**config.mk**
```make
export PLATFORM = sky130hd
export DESIGN_NAME = battle_round_ctrl
export DESIGN_NICKNAME = d
export VERILOG_FILES = /design/src/rtl/battle_pkg.sv /design/src/rtl/battle_round_ctrl_shot_eval.sv /design/src/rtl/battle_round_ctrl.sv
export SDC_FILE = /design/constraint.sdc
export NUM_CORES = 1
export LEC_CHECK = 0
export CAP_MARGIN = 10
export CORE_MARGIN = 2
export CORE_UTILIZATION = 60
export CTS_BUF_LIST = sky130_fd_sc_hd__clkbuf_16
export CTS_CLUSTER_SIZE = 16
export DETAILED_ROUTE_END_ITERATION = 16
export DONT_BUFFER_PORTS = 1
export PLACE_DENSITY_LB_ADDON = 0.2
export REMOVE_ABC_BUFFERS = 1
export SYNTH_ARGS = -nofsm -noshare
export SYNTH_HDL_FRONTEND = slang
export SYNTH_SLANG_ARGS = --single-unit
```
**constraint.sdc**
```tcl
create_clock -name clk -period 5.7 [get_ports clk]
set_clock_uncertainty 0.1 [all_clocks]
set_input_delay 0.57 -clock clk [delete_from_list [all_inputs] [get_ports clk]]
set_output_delay 0.57 -clock clk [all_outputs]
set_load 0.05 [all_outputs]
```
**src/rtl/battle_pkg.sv**
```systemverilog
// rtl/battle_pkg.sv - shared types and display codes for the battle round controller
// Purpose: FSM state enum, word-select display codes and a state-to-word helper.
// Ports: none (package).
package battle_pkg;

  typedef enum logic [2:0] {
    SETUP0 = 3'd0,
    SETUP1 = 3'd1,
    TURN0  = 3'd2,
    TURN1  = 3'd3,
    OVER   = 3'd4
  } state_e;

  localparam logic [1:0] WS_SETUP = 2'b00;
  localparam logic [1:0] WS_P0    = 2'b01;
  localparam logic [1:0] WS_P1    = 2'b10;
  localparam logic [1:0] WS_OVER  = 2'b11;

  function automatic logic [1:0] word_of(state_e s);
    logic [1:0] w;
    w = WS_SETUP;
    case (s)
      SETUP0, SETUP1: w = WS_SETUP;
      TURN0:          w = WS_P0;
      TURN1:          w = WS_P1;
      OVER:           w = WS_OVER;
      default:        w = WS_SETUP;
    endcase
    return w;
  endfunction

endpackage

```
**src/rtl/battle_round_ctrl_shot_eval.sv**
```systemverilog
// rtl/battle_round_ctrl_shot_eval.sv - combinational evaluation of one shot against one board
// Purpose: validates the target as one-hot and computes the hit flag and post-shot board.
// Ports:
//   board            in   opponent board before the shot
//   pos_in           in   target vector
//   onehot           out  target has exactly one bit set
//   is_hit           out  valid target lands on a set board cell
//   next_board       out  board with the target cell cleared (unchanged if target invalid)
//   board_empty_next out  next_board is all zero
module shot_eval #(
  parameter int CELLS = 16
) (
  input  logic [CELLS-1:0] board,
  input  logic [CELLS-1:0] pos_in,
  output logic             onehot,
  output logic             is_hit,
  output logic [CELLS-1:0] next_board,
  output logic             board_empty_next
);
  import battle_pkg::*;

  logic [CELLS-1:0] pos_m1;

  // x & (x-1) clears the lowest set bit; zero result means at most one bit was set.
  assign pos_m1           = pos_in - CELLS'(1);
  assign onehot           = (|pos_in) && ~|(pos_in & pos_m1);
  assign is_hit           = onehot && |(board & pos_in);
  assign next_board       = onehot ? (board & ~pos_in) : board;
  assign board_empty_next = ~|next_board;

endmodule

```
**src/rtl/battle_round_ctrl.sv**
```systemverilog
// rtl/battle_round_ctrl.sv - two-player board-attack round controller
// Purpose: holds both ship boards, runs setup then alternating turns, resolves shots,
//          counts shots and declares a winner; drives the display word select.
// Ports:
//   clk, clr_n                     clock, asynchronous active-low reset
//   pos_in                         placement vector in setup, one-hot target in turns
//   place_val, fire_val, restart   single-cycle command pulses
//   turn                           player whose action is expected
//   hit, miss, reject              one-cycle result pulses
//   alive                          per-player board-nonzero flags
//   game_over, winner              game finished and winning player
//   shots0, shots1                 saturating valid-shot counters
//   word_sel                       display word code
module battle_round_ctrl #(
  parameter int CELLS  = 16,
  parameter int SHOT_W = 8
) (
  input  logic              clk,
  input  logic              clr_n,
  input  logic [CELLS-1:0]  pos_in,
  input  logic              place_val,
  input  logic              fire_val,
  input  logic              restart,
  output logic              turn,
  output logic              hit,
  output logic              miss,
  output logic              reject,
  output logic [1:0]        alive,
  output logic              game_over,
  output logic              winner,
  output logic [SHOT_W-1:0] shots0,
  output logic [SHOT_W-1:0] shots1,
  output logic [1:0]        word_sel
);
  import battle_pkg::*;

  state_e            state_q, state_d;
  logic [CELLS-1:0]  board0_q, board0_d;
  logic [CELLS-1:0]  board1_q, board1_d;
  logic [SHOT_W-1:0] shots0_q, shots0_d;
  logic [SHOT_W-1:0] shots1_q, shots1_d;
  logic              winner_q, winner_d;
  logic              turn_q, turn_d;
  logic              hit_q, hit_d;
  logic              miss_q, miss_d;
  logic              reject_q, reject_d;

  logic [CELLS-1:0]  target_board;
  logic              sh_onehot;
  logic              sh_is_hit;
  logic [CELLS-1:0]  sh_next;
  logic              sh_empty;

  // Single evaluator: the opponent of the current shooter is board1 in TURN0, board0 in TURN1.
  assign target_board = (state_q == TURN1) ? board0_q : board1_q;

  shot_eval #(.CELLS(CELLS)) u_shot_eval (
    .board            (target_board),
    .pos_in           (pos_in),
    .onehot           (sh_onehot),
    .is_hit           (sh_is_hit),
    .next_board       (sh_next),
    .board_empty_next (sh_empty)
  );

  always_ff @(posedge clk or negedge clr_n) begin
    if (!clr_n) begin
      state_q  <= SETUP0;
      board0_q <= '0;
      board1_q <= '0;
      shots0_q <= '0;
      shots1_q <= '0;
      winner_q <= 1'b0;
      turn_q   <= 1'b0;
      hit_q    <= 1'b0;
      miss_q   <= 1'b0;
      reject_q <= 1'b0;
    end else begin
      state_q  <= state_d;
      board0_q <= board0_d;
      board1_q <= board1_d;
      shots0_q <= shots0_d;
      shots1_q <= shots1_d;
      winner_q <= winner_d;
      turn_q   <= turn_d;
      hit_q    <= hit_d;
      miss_q   <= miss_d;
      reject_q <= reject_d;
    end
  end

  always_comb begin
    state_d  = state_q;
    board0_d = board0_q;
    board1_d = board1_q;
    shots0_d = shots0_q;
    shots1_d = shots1_q;
    winner_d = winner_q;
    turn_d   = turn_q;
    hit_d    = 1'b0;
    miss_d   = 1'b0;
    reject_d = 1'b0;

    if (restart) begin
      state_d  = SETUP0;
      board0_d = '0;
      board1_d = '0;
      shots0_d = '0;
      shots1_d = '0;
      winner_d = 1'b0;
      turn_d   = 1'b0;
    end else begin
      case (state_q)
        SETUP0: begin
          reject_d = fire_val | (place_val & ~|pos_in);
          if (place_val && |pos_in) begin
            board0_d = pos_in;
            state_d  = SETUP1;
            turn_d   = 1'b1;
          end
        end
        SETUP1: begin
          reject_d = fire_val | (place_val & ~|pos_in);
          if (place_val && |pos_in) begin
            board1_d = pos_in;
            state_d  = TURN0;
            turn_d   = 1'b0;
          end
        end
        TURN0, TURN1: begin
          reject_d = place_val | (fire_val & ~sh_onehot);
          if (fire_val && sh_onehot) begin
            hit_d  = sh_is_hit;
            miss_d = ~sh_is_hit;
            if (state_q == TURN0) begin
              board1_d = sh_next;
              shots0_d = (&shots0_q) ? shots0_q : shots0_q + SHOT_W'(1);
            end else begin
              board0_d = sh_next;
              shots1_d = (&shots1_q) ? shots1_q : shots1_q + SHOT_W'(1);
            end
            // turn is left untouched on a win so it keeps naming the winner's turn.
            if (sh_empty) begin
              state_d  = OVER;
              winner_d = (state_q == TURN1);
            end else begin
              state_d = (state_q == TURN0) ? TURN1 : TURN0;
              turn_d  = (state_q == TURN0);
            end
          end
        end
        OVER: begin
          reject_d = place_val | fire_val;
        end
        default: begin
          state_d = SETUP0;
        end
      endcase
    end
  end

  always_comb begin
    word_sel  = word_of(state_q);
    game_over = (state_q == OVER);
    turn      = turn_q;
    winner    = winner_q;
    hit       = hit_q;
    miss      = miss_q;
    reject    = reject_q;
    alive     = {|board1_q, |board0_q};
    shots0    = shots0_q;
    shots1    = shots1_q;
  end

endmodule

```
run_1/floorplan.png
(4 px per µm) Pins as bars on the die edge.
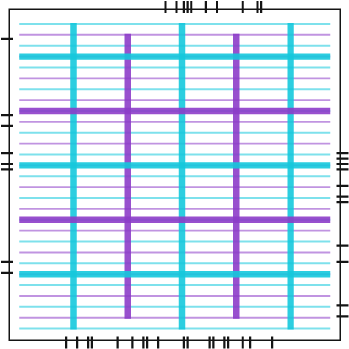
color	net
cyan	VSS
purple	VDD
signal pins	47
met1 rails	29
met5 straps	5
rows	28
met4 straps	5
core area: 5921 µm²
Max rail drop VDD: 0.1999 mV
die width: 82.37 µm
Vert. Die Dim: 82.37 µm

run_1/clock_wires.png
(6 px per µm)
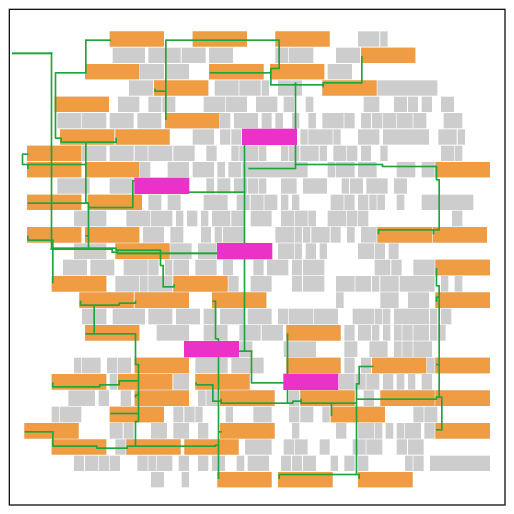
[orange] flip-flops | count: 56
[magenta] clock-net drivers | count: 5
[green] clock wires | length: 699 µm
routed clock nets	6
flops lie	widely spread
clk ins delay skew pair: 290 ps
clock group total power: 0.000339 W

==> results_tabular.tex, run 1 <==
% Synthesis and place-and-route results
\begin{tabular}{lr}
\hline
Metric & Value \\
\hline
\multicolumn{2}{l}{\textbf{Critical path}} \\
Launch point of the critical path & pos\_in[1] \\
Data arrival, critical path & 3650 ps \\
Worst reg-to-reg path cell count & 7 \\
Cell type group with the largest total delay on the critical path & simple AND/OR/NAND/NOR gates \\
Origin of the critical flop-to-flop path & state\_q[2]\$\_DFFE\_PN0P\_ \\
Setup slack of the worst register-to-register path & 2180 ps \\
WP depth & 8 \\
CP cell instances & or4\_1, nand4b\_1, xnor2\_1, nor4\_4, buf\_4, nand3\_2, o21ai\_2, mux2\_2 \\
Max FO, Critical Path & 22 \\
CP Class & input port to flop \\
End point of the critical path & board0\_q[11]\$\_DFFE\_PN0P\_ \\
CP max stage cell & sky130\_fd\_sc\_hd\_\_or4\_1 \\
\multicolumn{2}{l}{\textbf{Clocking}} \\
Number of buffers on the longest clock path & 2 \\
Clock root buffer & sky130\_fd\_sc\_hd\_\_clkbuf\_16 \\
Total number of clock tree sinks & 56 \\
TritonCTS clock tree & yes \\
Total number of H-tree levels & 2 \\
Number of buffers inserted by post-CTS setup repair & 0 \\
\multicolumn{2}{l}{\textbf{Global routing}} \\
Layer carrying the most global-route usage & met2 \\
Total gr overflow & 0 \\
Met3 Use GR & 5.761\% \\
Met1 demand-to-capacity share in global routing & 42.10\% \\
\multicolumn{2}{l}{\textbf{Routing}} \\
Via count & 3,102 \\
Initial detailed-routing violation count & 370 \\
Antenna violation net count after detailed routing & 0 \\
Detailed-routing iteration count for the pre-antenna-repair pass & 6 \\
WL final & 9082 µm \\
Via density per instance & 7.034 \\
Met2 wirelength from detailed routing & 4086 µm \\
\multicolumn{2}{l}{\textbf{Layout}} \\
\# diodes & 0 \\
Area growth syn-to-layout & 4.516\% \\
Post-route core utilization & 65.05\% \\
Commonest cells after routing, fill and taps aside & 56 x sky130\_fd\_sc\_hd\_\_dfrtp\_1, 35 x sky130\_fd\_sc\_hd\_\_mux2\_2, 26 x sky130\_fd\_sc\_hd\_\_nand2\_1 \\
Clock buffers and inverters, area share & 4.029\% \\
Nets & 390 \\
Number of logic inverters in the finished layout & 18 \\
Count of fill cells added during filler insertion & 467 \\
Multi-input gate count & 282 \\
\multicolumn{2}{l}{\textbf{Power}} \\
Flip-flop and latch power & 0.000499 W \\
Internal power & 0.0007955 W \\
Power share of the clock group & 29.1\% \\
P\_leak & 1.663 nW \\
Fraction of power spent switching nets & 31.67\% \\
Sequential share of power & 42.8\% \\
Net Switching & 0.0003688 W \\
Top contributor to total power & registers \\
\multicolumn{2}{l}{\textbf{Logic synthesis}} \\
Count of flip-flops with a built-in enable after synthesis & 0 \\
Summed instance area of the synthesized netlist & 3685 µm² \\
MUX share of area & 18.34\% \\
Netlist cell types & 55 \\
Synth top area share & 38.03\% \\
Proportion of synthesized chip area in sequential cells & 38.03\% \\
Dominant kind of combinational cell & simple AND/OR/NAND/NOR gates \\
Complex Gates by Area & 15.76\% \\
Chip area line of the yosys report & 3685 µm² \\
Commonest cells in the synthesized netlist & 56 x sky130\_fd\_sc\_hd\_\_dfrtp\_1, 35 x sky130\_fd\_sc\_hd\_\_mux2\_2, 26 x sky130\_fd\_sc\_hd\_\_nand2\_1 \\
Synth Area in XOR/XNOR & 0.7131\% \\
Fraction of synthesis flops using an asynchronous set or reset pin & 100.0\% \\
\multicolumn{2}{l}{\textbf{Final timing}} \\
Final worst path period need & 3575 ps \\
Achievable Freq & 279.7 MHz \\
Final setup violating endpoints & 0 \\
Cycle use final & 62.73\% \\
Max-slew violation total from the final report & 0 \\
Number of hold-slack violations in the final timing report & 0 \\
\multicolumn{2}{l}{\textbf{Outcome}} \\
Outcome & completed \\
\multicolumn{2}{l}{\textbf{Placed design}} \\
Post-place setup slack & 1840 ps \\
Number of buffers inserted by port buffering & 0 \\
\multicolumn{2}{l}{\textbf{Die}} \\
Ports & 47 \\
\hline
\end{tabular}
run_1/congestion_map.png
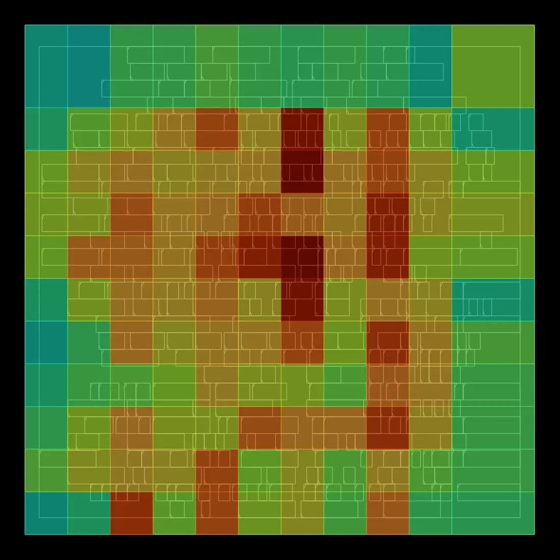
Routed WL per cell: 20.59 µm
Global Route met2 Usage: 42.34%

run_1/ff_map.png
(6 px per µm) Other sequential cells in the stronger gray, the rest of the logic in the fainter gray.
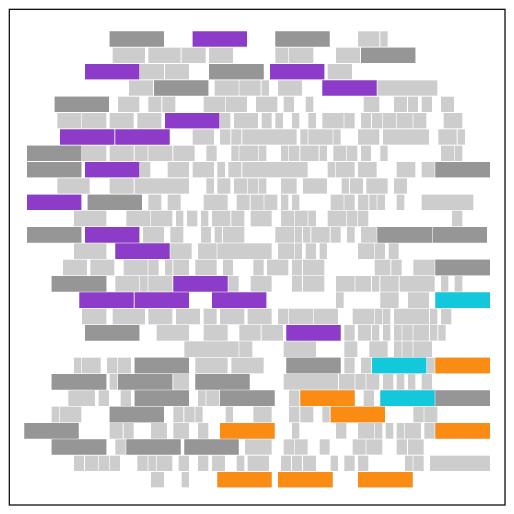
color	signal	flops
orange	`shots0`	8
purple	`board0_q`	16
cyan	`state_q`	3
not colored	29
share of the final layout cell area in sequential cells: 36.39%
total area of sequential cells: 1401 µm²

==> run 2: changes to the inputs <==
==> constraint.sdc (replaced) <==
create_clock -name clk -period 3.3 [get_ports clk]
set_clock_uncertainty 0.1 [all_clocks]
set_input_delay 0.33 -clock clk [delete_from_list [all_inputs] [get_ports clk]]
set_output_delay 0.33 -clock clk [all_outputs]
set_load 0.05 [all_outputs]
==> run 2 against run 1 <==
Area after synthesis is the same. Non-clock buffer count is 17 higher. Die size is the same. Highest routed layer unchanged.
==> results_tabular.tex, run 2 <==
% Synthesis and place-and-route results
\begin{tabular}{lr}
\hline
Metric & Value \\
\hline
\multicolumn{2}{l}{\textbf{Routing}} \\
Initial detailed-routing violation count & 403 (+8.9\%) \\
Via count & 3,326 (+7.2\%) \\
Length of routed wiring on met1 & 4064 µm \\
Met2 wirelength from detailed routing & 4638 µm (+14\%) \\
Via density per instance & 7.230 (+2.8\%) \\
Antenna violation net count after detailed routing & 0 (unchanged) \\
WL final & 9925 µm (+9.3\%) \\
Met3 wire len & 932 µm \\
Detailed-routing iteration count for the pre-antenna-repair pass & 9 (+3) \\
\multicolumn{2}{l}{\textbf{Placed design}} \\
Number of buffers inserted by port buffering & 0 (unchanged) \\
Post-place setup slack & -20.30 ps (-1860 ps) \\
Estimated wirelength of the detail-placed design & 6859 µm \\
\multicolumn{2}{l}{\textbf{Layout}} \\
Number of logic inverters in the finished layout & 18 (unchanged) \\
Nets & 407 (+4.4\%) \\
Final non-clock buffer share & 4.571\% \\
Clock buffers and inverters, area share & 4.195\% (+0.17 points) \\
Share of the final layout cell area in sequential cells & 35.07\% (-1.3 points) \\
Total area of sequential cells & 1401 µm² (unchanged) \\
Finished Layout Cells & 460 \\
Sequential cells & 56 \\
Area growth syn-to-layout & 8.455\% \\
\# diodes & 0 (unchanged) \\
Count of fill cells added during filler insertion & 472 (+1.1\%) \\
Proportion of cell area occupied by multi-input gates & 52.13\% \\
Post-route core utilization & 67.50\% (+2.5 points) \\
Fraction of final layout cells sized beyond drive strength 1 & 20.78\% \\
Commonest cells after routing, fill and taps aside & 56 x sky130\_fd\_sc\_hd\_\_dfrtp\_1, 35 x sky130\_fd\_sc\_hd\_\_mux2\_2, 26 x sky130\_fd\_sc\_hd\_\_nand2\_1 \\
Multi-input gate count & 282 (unchanged) \\
\multicolumn{2}{l}{\textbf{Die}} \\
Vert. Die Dim & 82.37 µm (unchanged) \\
Ports & 47 (unchanged) \\
\# Taps & 75 \\
Core area & 5921 µm² (unchanged) \\
Die width & 82.37 µm (unchanged) \\
\multicolumn{2}{l}{\textbf{Logic synthesis}} \\
Netlist cell types & 55 (unchanged) \\
Number of warnings reported in the yosys synthesis log & 0 \\
Synth area leader & sky130\_fd\_sc\_hd\_\_dfrtp\_1 \\
Main flop type & sky130\_fd\_sc\_hd\_\_dfrtp\_1 \\
Dominant kind of combinational cell & simple AND/OR/NAND/NOR gates \\
Mean cell area of the mapped netlist & 9.671 µm² \\
Ranking of synthesized cells by area & sky130\_fd\_sc\_hd\_\_dfrtp\_1 38\%, sky130\_fd\_sc\_hd\_\_mux2\_2 11\%, sky130\_fd\_sc\_hd\_\_mux2\_4 4.1\% \\
Post-synthesis adder-cell area fraction & 0.9508\% \\
Summed instance area of the synthesized netlist & 3685 µm² (unchanged) \\
Synth top area share & 38.03\% (unchanged) \\
Gate count of the mapped netlist & 381 \\
Yosys stat cell total & 381 \\
Proportion of synthesized chip area in sequential cells & 38.03\% (unchanged) \\
Complex Gates by Area & 15.76\% (unchanged) \\
Commonest cells in the synthesized netlist & 56 x sky130\_fd\_sc\_hd\_\_dfrtp\_1, 35 x sky130\_fd\_sc\_hd\_\_mux2\_2, 26 x sky130\_fd\_sc\_hd\_\_nand2\_1 \\
MUX share of area & 18.34\% (unchanged) \\
Number of register bits inferred by synthesis & 56 \\
Chip area line of the yosys report & 3685 µm² (unchanged) \\
Fraction of synthesis flops using an asynchronous set or reset pin & 100.0\% (unchanged) \\
Synth Area in XOR/XNOR & 0.7131\% (unchanged) \\
Count of flip-flops with a built-in enable after synthesis & 0 (unchanged) \\
\multicolumn{2}{l}{\textbf{Power}} \\
Internal power & 0.001405 W (+77\%) \\
Fraction of power spent switching nets & 32.67\% (+1.0 points) \\
Top contributor to total power & registers \\
Power share of the clock group & 29.6\% (+0.5 points) \\
Net Switching & 0.0006817 W (+85\%) \\
P\_leak & 1.751 nW (+5.3\%) \\
Flip-flop and latch power & 0.000854 W (+71\%) \\
Ratio of total power to cell area & 522.2 nW/µm² \\
Clock group total power & 0.000618 W (+82\%) \\
Sequential share of power & 40.9\% (-1.9 points) \\
\multicolumn{2}{l}{\textbf{Final timing}} \\
Achievable Freq & 326.4 MHz \\
Worst-margin pin slew & 693.1 ps \\
Final worst path period need & 3063 ps \\
Post-layout worst setup margin & 236.7 ps \\
Worst-case headroom to the max-slew limit & 53.37\% \\
Post-route setup TNS & 0 ps \\
Unrepaired setup endpoints after global routing & no \\
Number of hold-slack violations in the final timing report & 0 (unchanged) \\
Worst slack on hold paths & 4.213 ps \\
Max-slew violation total from the final report & 0 (unchanged) \\
Cycle use final & 92.83\% \\
Final setup violating endpoints & 0 (unchanged) \\
\multicolumn{2}{l}{\textbf{Global routing}} \\
Global Route met2 Usage & 49.27\% (+6.9 points) \\
Combined global-route utilization of all metal layers & 31.46\% \\
Total gr overflow & 0 (unchanged) \\
Largest net degree at the start of global routing & 57 \\
Layer carrying the most global-route usage & met2 \\
Met3 Use GR & 9.565\% (+3.8 points) \\
\multicolumn{2}{l}{\textbf{Critical path}} \\
WP depth & 8 (unchanged) \\
Data arrival, critical path & 3190 ps (-460 ps) \\
Worst reg-to-reg path cell count & 8 (+1) \\
CP cell instances & or4\_1, nand4b\_1, xnor2\_1, nor4\_4, nand4\_1, buf\_4, or3\_1, a21oi\_1 \\
Setup slack of the worst register-to-register path & 310 ps (-1870 ps) \\
CP Class & input port to flop \\
Cell type group with the largest total delay on the critical path & simple AND/OR/NAND/NOR gates \\
CP Capture Type & flop \\
End point of the critical path & shots0[3]\$\_DFFE\_PN0P\_ \\
Origin of the critical flop-to-flop path & state\_q[2]\$\_DFFE\_PN0P\_ \\
Max FO, Critical Path & 9 (-59\%) \\
Launch point of the critical path & pos\_in[1] \\
Max incr delay on CP & 720 ps \\
CP max stage cell & sky130\_fd\_sc\_hd\_\_or4\_1 \\
Buffers plus inverters on the worst setup path & 1 \\
\multicolumn{2}{l}{\textbf{Clocking}} \\
Total number of clock tree sinks & 56 (unchanged) \\
Number of gates given a new drive strength after cts & 0 \\
TritonCTS clock tree & yes \\
Number of buffers on the longest clock path & 2 (unchanged) \\
Clock root buffer & sky130\_fd\_sc\_hd\_\_clkbuf\_16 \\
Clk ins delay skew pair & 300 ps (about the same) \\
Total number of H-tree levels & 2 (unchanged) \\
Number of buffers inserted by post-CTS setup repair & 0 (unchanged) \\
Count of hold buffers inserted by post-cts repair & 3 \\
\multicolumn{2}{l}{\textbf{Run}} \\
Count of tool warnings & 25 \\
Max capacitance violation total & 0 \\
\multicolumn{2}{l}{\textbf{Outcome}} \\
Outcome & completed \\
\multicolumn{2}{l}{\textbf{Worst hold path}} \\
Start point of the worst min-delay path & restart \\
Hold Crit Depth & 1 \\
\hline
\end{tabular}
run_2/congestion_map.png
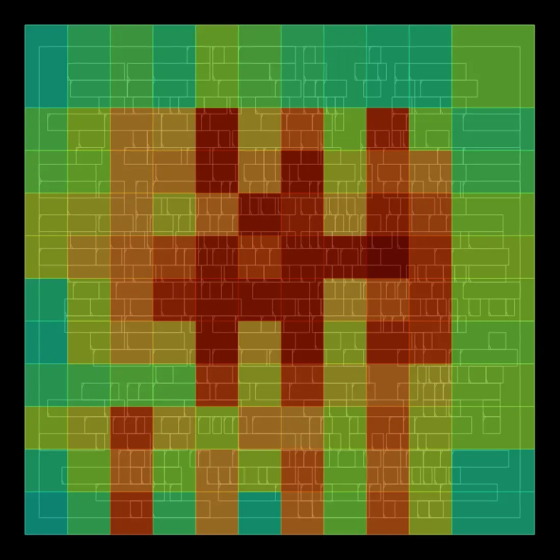
met1 demand-to-capacity share in global routing: 40.03%
Routed WL per cell: 21.58 µm

run_2/floorplan.png
(4 px per µm) Pins as bars on the die edge.
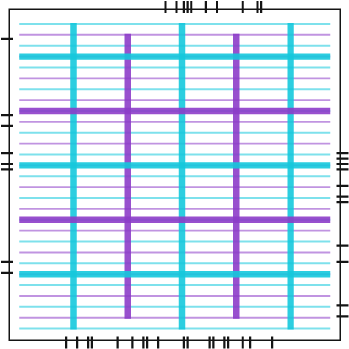
color	net
purple	VDD
cyan	VSS
met1 rails	29
rows	28
Max rail drop VDD: 0.3399 mV

==> run 3: changes to the inputs <==
--- a/config.mk
+++ b/config.mk
@@ -7,7 +7,7 @@
 export LEC_CHECK = 0
 export CAP_MARGIN = 10
 export CORE_MARGIN = 2
-export CORE_UTILIZATION = 60
+export CORE_UTILIZATION = 25
 export CTS_BUF_LIST = sky130_fd_sc_hd__clkbuf_16
 export CTS_CLUSTER_SIZE = 16
 export DETAILED_ROUTE_END_ITERATION = 16
==> run 3 against run 2 <==
Power decreased by 1.0%. Sequential cell count unchanged. Area after synthesis unchanged. First-iteration DRC count decreased by 26%. Critical path type is now flop to flop. Largest cell class unchanged.
==> results_tabular.tex, run 3 <==
% Synthesis and place-and-route results
\begin{tabular}{lr}
\hline
Metric & Value \\
\hline
\multicolumn{2}{l}{\textbf{Layout}} \\
Area growth syn-to-layout & 13.34\% \\
Count of fill cells added during filler insertion & 1,522 (+220\%) \\
Sequential cells & 56 (unchanged) \\
Nets & 413 (+1.5\%) \\
Fraction of final layout cells sized beyond drive strength 1 & 22.25\% (+1.5 points) \\
Proportion of cell area occupied by multi-input gates & 49.88\% (-2.2 points) \\
Gate Area & 2083 µm² \\
Multi-input gate count & 282 (unchanged) \\
Total area of sequential cells & 1401 µm² (unchanged) \\
Post-route core utilization & 28.85\% (-39 points) \\
Final non-clock buffer share & 5.752\% (+1.2 points) \\
\# diodes & 0 (unchanged) \\
Finished Layout Cells & 575 (+25\%) \\
Clock buffers and inverters, area share & 3.685\% (-0.51 points) \\
Commonest cells after routing, fill and taps aside & 56 x sky130\_fd\_sc\_hd\_\_dfrtp\_1, 35 x sky130\_fd\_sc\_hd\_\_mux2\_2, 26 x sky130\_fd\_sc\_hd\_\_nand2\_1 \\
\multicolumn{2}{l}{\textbf{Routing}} \\
Met3 wire len & 750 µm (-20\%) \\
Routed WL per cell & 18.50 µm (-14\%) \\
Initial detailed-routing violation count & 298 (-26\%) \\
Via count & 3,079 (-7.4\%) \\
Via density per instance & 5.355 (-26\%) \\
WL final & 10,640 µm (+7.2\%) \\
Met2 wirelength from detailed routing & 4501 µm (-3.0\%) \\
Antenna violation net count after detailed routing & 0 (unchanged) \\
Detailed-routing iteration count for the pre-antenna-repair pass & 5 (-4) \\
\multicolumn{2}{l}{\textbf{Logic synthesis}} \\
Mean cell area of the mapped netlist & 9.671 µm² (unchanged) \\
Number of register bits inferred by synthesis & 56 (unchanged) \\
Complex Gates by Area & 15.76\% (unchanged) \\
Summed instance area of the synthesized netlist & 3685 µm² (unchanged) \\
Synth Area in XOR/XNOR & 0.7131\% (unchanged) \\
Synth area leader & sky130\_fd\_sc\_hd\_\_dfrtp\_1 \\
Gate count of the mapped netlist & 381 (unchanged) \\
Yosys stat cell total & 381 (unchanged) \\
Synth top area share & 38.03\% (unchanged) \\
Commonest cells in the synthesized netlist & 56 x sky130\_fd\_sc\_hd\_\_dfrtp\_1, 35 x sky130\_fd\_sc\_hd\_\_mux2\_2, 26 x sky130\_fd\_sc\_hd\_\_nand2\_1 \\
MUX share of area & 18.34\% (unchanged) \\
Dominant kind of combinational cell & simple AND/OR/NAND/NOR gates \\
Main flop type & sky130\_fd\_sc\_hd\_\_dfrtp\_1 \\
Proportion of synthesized chip area in sequential cells & 38.03\% (unchanged) \\
Count of flip-flops with a built-in enable after synthesis & 0 (unchanged) \\
Number of warnings reported in the yosys synthesis log & 0 (unchanged) \\
Netlist cell types & 55 (unchanged) \\
Ranking of synthesized cells by area & sky130\_fd\_sc\_hd\_\_dfrtp\_1 38\%, sky130\_fd\_sc\_hd\_\_mux2\_2 11\%, sky130\_fd\_sc\_hd\_\_mux2\_4 4.1\% \\
Chip area line of the yosys report & 3685 µm² (unchanged) \\
Fraction of synthesis flops using an asynchronous set or reset pin & 100.0\% (unchanged) \\
\multicolumn{2}{l}{\textbf{Critical path}} \\
Setup slack of the worst register-to-register path & 310 ps (about the same) \\
Origin of the critical flop-to-flop path & state\_q[1]\$\_DFFE\_PN0P\_ \\
Data arrival, critical path & 3120 ps (-70 ps) \\
Worst reg-to-reg path cell count & 9 (+1) \\
Buffers plus inverters on the worst setup path & 2 (+1) \\
CP Class & flop to flop \\
Launch point of the critical path & state\_q[1]\$\_DFFE\_PN0P\_ \\
CP max stage cell & sky130\_fd\_sc\_hd\_\_or4\_1 \\
End point of the critical path & winner\$\_DFFE\_PN0P\_ \\
CP Capture Type & flop \\
Max FO, Critical Path & 13 (+4) \\
WP depth & 9 (+1) \\
CP cell instances & nand3b\_1, buf\_4, buf\_4, mux2i\_1, o22ai\_1, nor4\_1, nand3\_1, or4\_1, a21oi\_1 \\
Max incr delay on CP & 490 ps (-230 ps) \\
CP Launch Type & flop \\
\multicolumn{2}{l}{\textbf{Placed design}} \\
Gp weighted congestion & 0.8450 \\
Post-place setup slack & 53.93 ps (+74.22 ps) \\
Number of buffers inserted by port buffering & 0 (unchanged) \\
\multicolumn{2}{l}{\textbf{Power}} \\
Top contributor to total power & registers \\
Total chip power & 0.002065 W \\
Power share of the clock group & 28.2\% (-1.4 points) \\
Ratio of total power to cell area & 494.4 nW/µm² (-5.3\%) \\
Sequential share of power & 41.3\% (+0.4 points) \\
Fraction of power spent switching nets & 34.46\% (+1.8 points) \\
Clock group total power & 0.000582 W (-5.8\%) \\
P\_leak & 1.781 nW (+1.7\%) \\
Net Switching & 0.0007115 W (+4.4\%) \\
\multicolumn{2}{l}{\textbf{Clocking}} \\
Number of buffers inserted by post-CTS setup repair & 0 (unchanged) \\
Total number of H-tree levels & 2 (unchanged) \\
Count of hold buffers inserted by post-cts repair & 3 (unchanged) \\
Number of buffers on the longest clock path & 2 (unchanged) \\
Clock root buffer & sky130\_fd\_sc\_hd\_\_clkbuf\_16 \\
Number of gates given a new drive strength after cts & 0 (unchanged) \\
Total number of clock tree sinks & 56 (unchanged) \\
TritonCTS clock tree & yes \\
Clk ins delay skew pair & 310 ps (about the same) \\
\multicolumn{2}{l}{\textbf{Die}} \\
\# Taps & 184 (+150\%) \\
Ports & 47 (unchanged) \\
Initial core utilization & 25.45\% \\
\multicolumn{2}{l}{\textbf{Final timing}} \\
Final worst path period need & 2986 ps (-77.74 ps) \\
Worst-case headroom to the max-slew limit & 48.97\% (-4.4 points) \\
Worst-margin pin slew & 762.9 ps (+69.81 ps) \\
Number of hold-slack violations in the final timing report & 0 (unchanged) \\
Final setup violating endpoints & 0 (unchanged) \\
Worst slack on hold paths & 26.64 ps (+22.42 ps) \\
Max-slew violation total from the final report & 0 (unchanged) \\
Post-route setup TNS & 0 ps (unchanged) \\
Achievable Freq & 334.9 MHz (+2.6\%) \\
Unrepaired setup endpoints after global routing & no \\
\multicolumn{2}{l}{\textbf{Run}} \\
Max capacitance violation total & 0 (unchanged) \\
Count of tool warnings & 25 (unchanged) \\
\multicolumn{2}{l}{\textbf{Global routing}} \\
Layer carrying the most global-route usage & met2 \\
Total gr overflow & 0 (unchanged) \\
Met1 demand-to-capacity share in global routing & 19.89\% (-20 points) \\
Global Route met2 Usage & 20.43\% (-29 points) \\
Combined global-route utilization of all metal layers & 14.03\% (-17 points) \\
Met3 Use GR & 3.937\% (-5.6 points) \\
Largest net degree at the start of global routing & 57 (unchanged) \\
\multicolumn{2}{l}{\textbf{Worst hold path}} \\
Start point of the worst min-delay path & restart \\
Hold Crit Depth & 1 (unchanged) \\
\multicolumn{2}{l}{\textbf{Outcome}} \\
Outcome & completed \\
\hline
\end{tabular}
run_3/class_map.png
(4 px per µm) Fill, decap, tap and diode cells in gray.
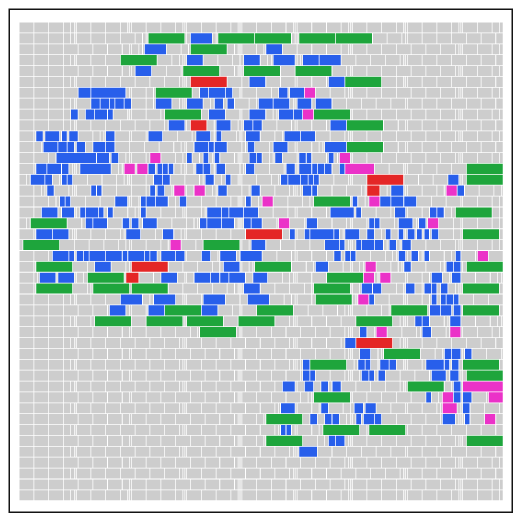
color	class	cells
red	clock drivers and dummy loads	8
magenta	remaining buffers and delay cells	27
green	sequential cells	56
blue	remaining logic cells	300
core area: 14,480 µm²
share of the final layout cell area in sequential cells: 33.55%

run_3/floorplan.png
(3 px per µm) Pins as bars on the die edge.
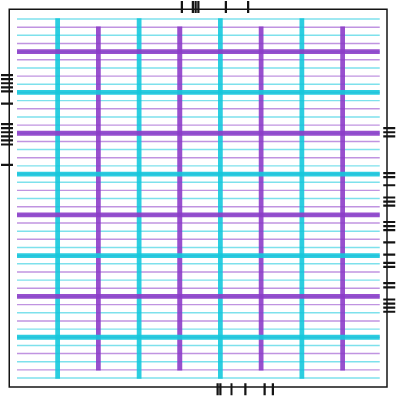
color	net
cyan	VSS
purple	VDD
met1 rails	45
met5 straps	8
die width: 125.4 µm
Max rail drop VDD: 0.2171 mV
Vert. Die Dim: 125.4 µm

Power is estimated from default activity; no workload was simulated.
